**config.mk**
```make
export PLATFORM = sky130hd
export DESIGN_NAME = pipe_hazard_ctrl
export DESIGN_NICKNAME = d
export VERILOG_FILES = /design/src/rtl/lgv_pipe_pkg.sv /design/src/rtl/pipe_hazard_cmp.sv /design/src/rtl/pipe_hazard_ctrl.sv
export SDC_FILE = /design/constraint.sdc
export NUM_CORES = 1
export LEC_CHECK = 0
export CAP_MARGIN = 10
export CORE_ASPECT_RATIO = 2
export CORE_MARGIN = 1.5
export CORE_UTILIZATION = 49
export DETAILED_ROUTE_END_ITERATION = 6
export PLACE_DENSITY = 0.79
export SYNTH_ARGS = -nofsm -noshare
export SYNTH_HDL_FRONTEND = slang
export SYNTH_SLANG_ARGS = --single-unit
export TNS_END_PERCENT = 1
```
**constraint.sdc**
```tcl
create_clock -name clk -period 2.7 [get_ports clk]
set_input_delay 0.405 -clock clk [delete_from_list [all_inputs] [get_ports clk]]
set_output_delay 0.405 -clock clk [all_outputs]
set_load 0.1 [all_outputs]
```
**src/rtl/lgv_pipe_pkg.sv**
```systemverilog
// Shared LEGv8 pipeline types and constants.
// Used by the decoder and the hazard/sequencing control.
package lgv_pipe_pkg;

  localparam logic [4:0] XZR = 5'd31;

  localparam logic [10:0] OP_LDUR = 11'h7C2;
  localparam logic [10:0] OP_STUR = 11'h7C0;
  localparam logic [10:0] OP_ADD  = 11'h458;
  localparam logic [10:0] OP_SUB  = 11'h658;
  localparam logic [10:0] OP_AND  = 11'h450;
  localparam logic [10:0] OP_ORR  = 11'h550;
  localparam logic [7:0]  OP_CBZ  = 8'hB4;

  typedef struct packed {
    logic       valid;
    logic [4:0] rd;
    logic       reg_write;
    logic       mem_read;
    logic       mem_access;
    logic       branch;
  } stage_ctrl_t;

  typedef enum logic {
    MS_IDLE = 1'b0,
    MS_WAIT = 1'b1
  } mem_st_e;

endpackage

```
**src/rtl/pipe_hazard_cmp.sv**
```systemverilog
// RAW comparator: does the ID instruction read what a
// shadowed older stage is about to write?
module pipe_hazard_cmp
  import lgv_pipe_pkg::*;
(
  input  logic       st_valid,
  input  logic       st_reg_write,
  input  logic [4:0] st_rd,
  input  logic [4:0] id_rn,
  input  logic [4:0] id_r2,
  input  logic       id_use_rn,
  input  logic       id_use_r2,
  output logic       hit
);

  logic rn_eq;
  logic r2_eq;

  assign rn_eq = id_use_rn & (id_rn == st_rd);
  assign r2_eq = id_use_r2 & (id_r2 == st_rd);

  // XZR reads as zero, so writing it never feeds anyone
  assign hit = st_valid & st_reg_write &
               (st_rd != XZR) & (rn_eq | r2_eq);

endmodule

```
**src/rtl/pipe_hazard_ctrl.sv**
```systemverilog
// LEGv8 5-stage sequencing: load-use stalls, CBZ flushes,
// multi-cycle data-memory freeze and perf counters.
module pipe_hazard_ctrl
  import lgv_pipe_pkg::*;
#(
  parameter bit FWD_EN      = 1'b1,
  parameter int CNT_W       = 16,
  parameter int MEM_TIMEOUT = 255
) (
  input  logic             clk,
  input  logic             rst_n,
  input  logic             id_valid,
  input  logic [4:0]       id_rn,
  input  logic [4:0]       id_r2,
  input  logic             id_use_rn,
  input  logic             id_use_r2,
  input  logic [4:0]       id_rd,
  input  logic             id_reg_write,
  input  logic             id_mem_read,
  input  logic             id_mem_write,
  input  logic             id_branch,
  input  logic             mem_zero,
  input  logic             dmem_ready,
  output logic             dmem_req,
  output logic             pc_write,
  output logic             ifid_write,
  output logic             pipe_en,
  output logic             idex_bubble,
  output logic             flush,
  output logic             pc_src,
  output logic             mem_err,
  output logic [CNT_W-1:0] stall_cnt,
  output logic [CNT_W-1:0] flush_cnt
);

  localparam int WC_W = $clog2(MEM_TIMEOUT + 1);
  localparam logic [WC_W-1:0] WC_LAST =
    WC_W'(MEM_TIMEOUT - 1);
  localparam logic [WC_W-1:0]  WC_ONE  = 1;
  localparam logic [CNT_W-1:0] CNT_ONE = 1;

  stage_ctrl_t ex_q, ex_d;
  stage_ctrl_t mem_q, mem_d;
  stage_ctrl_t id_ctrl;
  mem_st_e     st_q, st_d;

  logic [WC_W-1:0]  wc_q, wc_d;
  logic             err_q, err_d;
  logic [CNT_W-1:0] stall_q, stall_d;
  logic [CNT_W-1:0] flush_q, flush_d;

  logic hit_ex;
  logic hit_mem;
  logic hazard;
  logic taken;
  logic mem_hit;
  logic freeze;
  logic unused_ok;

  pipe_hazard_cmp u_cmp_ex (
    .st_valid     (ex_q.valid),
    .st_reg_write (ex_q.reg_write),
    .st_rd        (ex_q.rd),
    .id_rn        (id_rn),
    .id_r2        (id_r2),
    .id_use_rn    (id_use_rn),
    .id_use_r2    (id_use_r2),
    .hit          (hit_ex)
  );

  pipe_hazard_cmp u_cmp_mem (
    .st_valid     (mem_q.valid),
    .st_reg_write (mem_q.reg_write),
    .st_rd        (mem_q.rd),
    .id_rn        (id_rn),
    .id_r2        (id_r2),
    .id_use_rn    (id_use_rn),
    .id_use_r2    (id_use_r2),
    .hit          (hit_mem)
  );

  assign unused_ok = mem_q.mem_read;

  assign hazard = id_valid &
    (FWD_EN ? (ex_q.mem_read & hit_ex)
            : (hit_ex | hit_mem));

  assign taken   = mem_q.valid & mem_q.branch & mem_zero;
  assign mem_hit = mem_q.valid & mem_q.mem_access;

  always_comb begin
    id_ctrl.valid      = id_valid;
    id_ctrl.rd         = id_rd;
    id_ctrl.reg_write  = id_reg_write;
    id_ctrl.mem_read   = id_mem_read;
    id_ctrl.mem_access = id_mem_read | id_mem_write;
    id_ctrl.branch     = id_branch;
  end

  always_comb begin
    st_d     = st_q;
    wc_d     = wc_q;
    err_d    = err_q;
    freeze   = 1'b0;
    dmem_req = 1'b0;
    unique case (st_q)
      MS_IDLE: begin
        dmem_req = mem_hit;
        if (mem_hit && !dmem_ready) begin
          freeze = 1'b1;
          st_d   = MS_WAIT;
          wc_d   = '0;
        end
      end
      MS_WAIT: begin
        dmem_req = 1'b1;
        if (dmem_ready) begin
          st_d = MS_IDLE;
        end else if (wc_q == WC_LAST) begin
          // give up: drop the access and let the pipe move
          err_d = 1'b1;
          st_d  = MS_IDLE;
        end else begin
          freeze = 1'b1;
          wc_d   = wc_q + WC_ONE;
        end
      end
      default: st_d = MS_IDLE;
    endcase
  end

  always_comb begin
    pc_write    = 1'b1;
    ifid_write  = 1'b1;
    pipe_en     = 1'b1;
    idex_bubble = 1'b0;
    flush       = 1'b0;
    pc_src      = 1'b0;
    priority case (1'b1)
      freeze: begin
        pc_write   = 1'b0;
        ifid_write = 1'b0;
        pipe_en    = 1'b0;
      end
      taken: begin
        flush  = 1'b1;
        pc_src = 1'b1;
      end
      hazard: begin
        pc_write    = 1'b0;
        ifid_write  = 1'b0;
        idex_bubble = 1'b1;
      end
      default: ;
    endcase
  end

  always_comb begin
    ex_d  = ex_q;
    mem_d = mem_q;
    if (pipe_en) begin
      // the squashed EX instruction reaches MEM with no controls
      mem_d = flush ? '0 : ex_q;
      ex_d  = (idex_bubble || flush) ? '0 : id_ctrl;
    end
  end

  always_comb begin
    stall_d = stall_q;
    flush_d = flush_q;
    if ((freeze || idex_bubble) && !(&stall_q))
      stall_d = stall_q + CNT_ONE;
    if (flush && !(&flush_q))
      flush_d = flush_q + CNT_ONE;
  end

  always_ff @(posedge clk or negedge rst_n) begin
    if (!rst_n) begin
      ex_q    <= '0;
      mem_q   <= '0;
      st_q    <= MS_IDLE;
      wc_q    <= '0;
      err_q   <= 1'b0;
      stall_q <= '0;
      flush_q <= '0;
    end else begin
      ex_q    <= ex_d;
      mem_q   <= mem_d;
      st_q    <= st_d;
      wc_q    <= wc_d;
      err_q   <= err_d;
      stall_q <= stall_d;
      flush_q <= flush_d;
    end
  end

  assign mem_err   = err_q;
  assign stall_cnt = stall_q;
  assign flush_cnt = flush_q;

endmodule

```
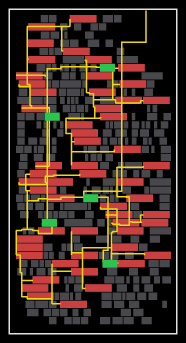
(run_1/clock_wires.png)
Drawn at 3 px/um.
Yellow stands for clock wires, length 663 um. Green stands for clock-net drivers, count 5. Red stands for flip-flops, count 55.
There are 6 routed clock nets.
clk_skew: 0.00865 ns
clock group power: 478 uW
clock share of power: 13.3%
worst-skew pair later-pin latency: 0.32 ns

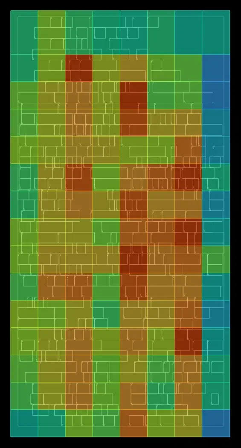
(run_1/congestion_map.png)
grt met1 use: 24.4%
Final Core Density: 65.3%
detail-routed net length per standard cell: 15.8 um
gr usage total: 21.9%

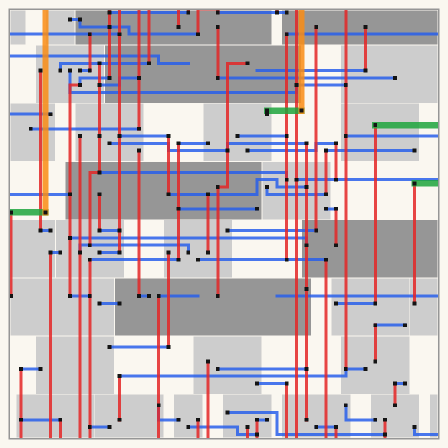
(run_1/closeup.png)
Window x 31 to 51, y 17 to 37 um. Cells in grey, sequential cells in the stronger grey; small squares are vias.
Red stands for M2. Orange stands for M4. Blue stands for M1. Green stands for M3.
Netlist names of flops here include ex_q (6). Sequential cells in the window: 6. Most frequent: dfrtp_1 (6), a22o_1 (5), clkdlybuf4s50_1 (5). 27 logic cells have their middle in the window.

[run 1: flip-flops by register name, indices dropped and copies added, names as in the netlist]
signal / cells
wc_q: 8
stall_cnt: 16
ex_q: 10
flush_cnt: 16
mem_q: 3
st_q: 1
mem_err: 1
[run 1: layer usage]
layer / global-route usage, % / vias up
li1: - / 999
met1: 24.4 / 1029
met2: 39.2 / 44
met3: 3.49 / 12
met4: 11.5 / 0
met5: 0 / -
[run 1: through the flow]
stage,hold WS (ns),instances,setup slack [ns]
finish,0.103,378,0.166
global route,0.160,378,0.0479
CTS,0.121,374,0.102
detailed placement,0.466,366,0.0498
global placement,0.457,366,0.104
floorplan,0.109,243,0.00535
==> job_summary.md, run 1 <==
### Yosys + OpenROAD results

| Metric | Value |
|---|---|
| Distinct lib cells used | `38` |
| Tool warnings | `27` |
| Met2 routed WL | `3390 um` |
| Comb area leader | `simple AND/OR/NAND/NOR gates` |
| Post-Syn Nets | `273` |
| Logic share of the area | `35.2%` |
| Chip area in the Yosys report | `0.00268 sq mm` |
| Clock H-tree levels | `2` |
| TNS Setup | `0 ns` |
| Slew Limit Fails | `0` |
| Area leader share | `51.3%` |
| Worst EP required | `2.30 ns` |
| R2R setup slack | `0.38 ns` |
| Die Area | `0.00595 sq mm` |
| Most numerous logic cells after layout | `dfrtp_1 (55), buf_4 (43), xnor2_1 (24), clkdlybuf4s50_1 (24), nand2_1 (22)` |
| Synth Area in XOR/XNOR | `14.4%` |
| Leak | `1.58 nW` |
| Synth Seq Share | `51.3%` |
| Vias in the first global route | `2145` |
| Ao+oa area frac | `7.00%` |
| Register Area | `0.00138 sq mm` |
| Clock buf/inv share | `2.71%` |
| Worst Setup End Kind | `output pin` |
| CP bufs+invs | `4` |
| Mapped cell area | `0.00268 sq mm` |
| DRC viols | `0` |
| Main area contributors | `dfrtp_1 (51%), xnor2_1 (7.8%), xor2_1 (6.5%)` |
| Top pwr grp | `combinational logic` |
| Hold-fix buffers at CTS | `0` |
| Rows | `38` |
| CP Depth | `8` |
| Comb power frac | `51.5%` |
| Hold Vio Cnt, Final | `0` |
| Sink Count | `55` |
| Seq power | `1.26 mW` |
| Fmax | `395 MHz` |
| Cts bufs inserted | `5` |
| Port buffer count | `65` |
| Logic area | `0.00123 sq mm` |
| CTS clk-pin slew, worst paths | `0.10 ns` |
| N_diodes | `0` |
| Peak supply drop | `1.33 mV` |
| Internal | `1.78 mW` |
| Top cell type by total area after synthesis | `dfrtp_1` |
| Top class by area | `flip-flops and latches` |
| Hpwl dp | `4530 um` |
| Syn Inst Count | `243` |
| Basic Gates by Area | `20.5%` |
| Commonest Layout Cell | `dfrtp_1` |
| Crit-path leading delay family | `buffers and inverters` |
| Met1 Wirelength | `2260 um` |
| Synth warn | `0` |
| Nets | `347` |
| Data buffer area share | `20.2%` |
| GPL Wtd Cong | `0.868` |
| Area Growth Syn to Fin | `30.8%` |
| Status | `completed` |
| Slew @ Worst Pin | `0.647 ns` |
| Synth flops | `55` |
| Flip-flops | `55` |
| Starting Density | `49.9%` |
| Critical R2R Capture | `stall_cnt[14]` |
| Psw | `1.81 mW` |
| Postcts setup bufs | `0` |
| Worst path slowest cell | `dfrtp_1` |
| Reg2reg path depth | `9` |
| Max incr delay on CP | `0.43 ns` |
| Sequential share of power | `35.2%` |
| CP startpoint | `wc_q[0]` |
| Tap cell count | `60` |
| CTS-repair resized insts | `1` |
| MUX share of area | `1.68%` |
| Final setup violation count | `0` |
| PD cells | `1020 mW/mm^2` |
| Avg Inst Size Synth | `11.0 sq um` |
| Min Tclk post-route | `2.53 ns` |
| Critical-path cell list | `inv_1, ha_1, and4_4, a211o_1, inv_4, buf_4, nor2_4, buf_12` |
| Inverters excl. clock | `5` |
| Total Wirelength | `5990 um` |
| Post-layout period usage of the worst path | `93.8%` |
| Share of cells above drive strength 1 | `22.6%` |
| Die Width | `55.3 um` |
==> run 2, diff against run 1 <==
--- a/config.mk
+++ b/config.mk
@@ -10,6 +10,7 @@
 export CORE_MARGIN = 1.5
 export CORE_UTILIZATION = 49
 export DETAILED_ROUTE_END_ITERATION = 6
+export HOLD_SLACK_MARGIN = 0.05
 export PLACE_DENSITY = 0.79
 export SYNTH_ARGS = -nofsm -noshare
 export SYNTH_HDL_FRONTEND = slang
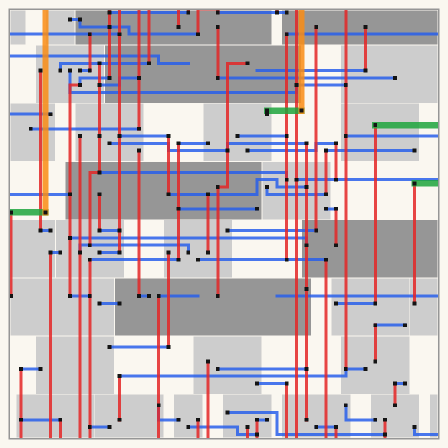
(run_2/closeup.png)
Window x 31 to 51, y 17 to 37 um. Cells in grey, sequential cells in the stronger grey; small squares are vias.
Green stands for M3. Orange stands for M4. Red stands for M2. Blue stands for M1.
Netlist names of flops here include ex_q (6). Most frequent: dfrtp_1 (6), a22o_1 (5), clkdlybuf4s50_1 (5). 27 logic cells have their middle in the window. Sequential cells in the window: 6.

==> run 2 against run 1 <==
  * Utilization stayed put
  * Die size stayed put
  * Flip-flop count stayed put
  * Wire length stayed put
  * Global-route usage stayed put
  * Clock skew stayed put
  * Largest cell class unchanged
  * Largest power group unchanged
  * Highest routed layer unchanged
==> job_summary.md, run 2 <==
### Yosys + OpenROAD results

| Metric | Value |
|---|---|
| Status | `completed` |
| CP startpoint | `wc_q[0]` |
| Final Hold Slack | `0.103 ns (unchanged)` |
| Gr usage total | `21.9% (unchanged)` |
| Rows | `38 (unchanged)` |
| Pre-CTS setup slack | `0.0498 ns (unchanged)` |
| Psw | `1.81 mW (unchanged)` |
| Fmax | `395 MHz (unchanged)` |
| Chip area in the Yosys report | `0.00268 sq mm (unchanged)` |
| Most numerous logic cells after layout | `dfrtp_1 (55), buf_4 (43), xnor2_1 (24), clkdlybuf4s50_1 (24), nand2_1 (22)` |
| Clock group power | `478 uW (about the same)` |
| Internal | `1.78 mW (unchanged)` |
| TNS Setup | `0 ns (unchanged)` |
| Reg2reg path depth | `9 (unchanged)` |
| Hold-fix buffers at CTS | `0 (unchanged)` |
| Seq power | `1.26 mW (about the same)` |
| Leak | `1.58 nW (unchanged)` |
| Postcts setup bufs | `0 (unchanged)` |
| Final Core Density | `65.3% (unchanged)` |
| Tool warnings | `27 (unchanged)` |
| Nets | `347 (unchanged)` |
| Distinct lib cells used | `38 (unchanged)` |
| Met1 Wirelength | `2260 um (unchanged)` |
| Slew @ Worst Pin | `0.647 ns (unchanged)` |
| Clock share of power | `13.3% (about the same)` |
| Synth Area in XOR/XNOR | `14.4% (unchanged)` |
| Final setup margin | `0.166 ns (unchanged)` |
| Syn Inst Count | `243 (unchanged)` |
| Sink Count | `55 (unchanged)` |
| Comb area leader | `simple AND/OR/NAND/NOR gates` |
| CTS clk-pin slew, worst paths | `0.10 ns (about the same)` |
| Post-layout period usage of the worst path | `93.8% (unchanged)` |
| N_diodes | `0 (unchanged)` |
| Vias in the first global route | `2145 (unchanged)` |
| Met2 routed WL | `3390 um (unchanged)` |
| Die Width | `55.3 um (unchanged)` |
[run 2: area by class of cell]
class / count / area share, %
inverter: 5 / 0.606
sequential: 55 / 39.2
multi-input combinational: 175 / 35.2
clock buffer: 7 / 2.46
tap: 60 / 2.14
clock inverter: 1 / 0.250
timing repair buffer: 75 / 20.2
[run 2: worst max-delay path, delay by kind of cell (launching register included)]
kind	cells	cell delay (ns)
adders and majority gates	1	0.21
and+or+nand+nor	2	0.23
AOI/OAI and AO/OA	1	0.30
buffers and inverters	4	0.64
DFF	1	0.43
[run 2: routing by layer]
| metal | vias up | GRT usage (%) |
|---|---|---|
| met1 | 1029 | 24.4 |
| met4 | 0 | 11.5 |
| met3 | 12 | 3.49 |
| met5 | - | 0 |
| met2 | 44 | 39.2 |
| li1 | 999 | - |
Power is estimated from default activity; no workload was simulated.
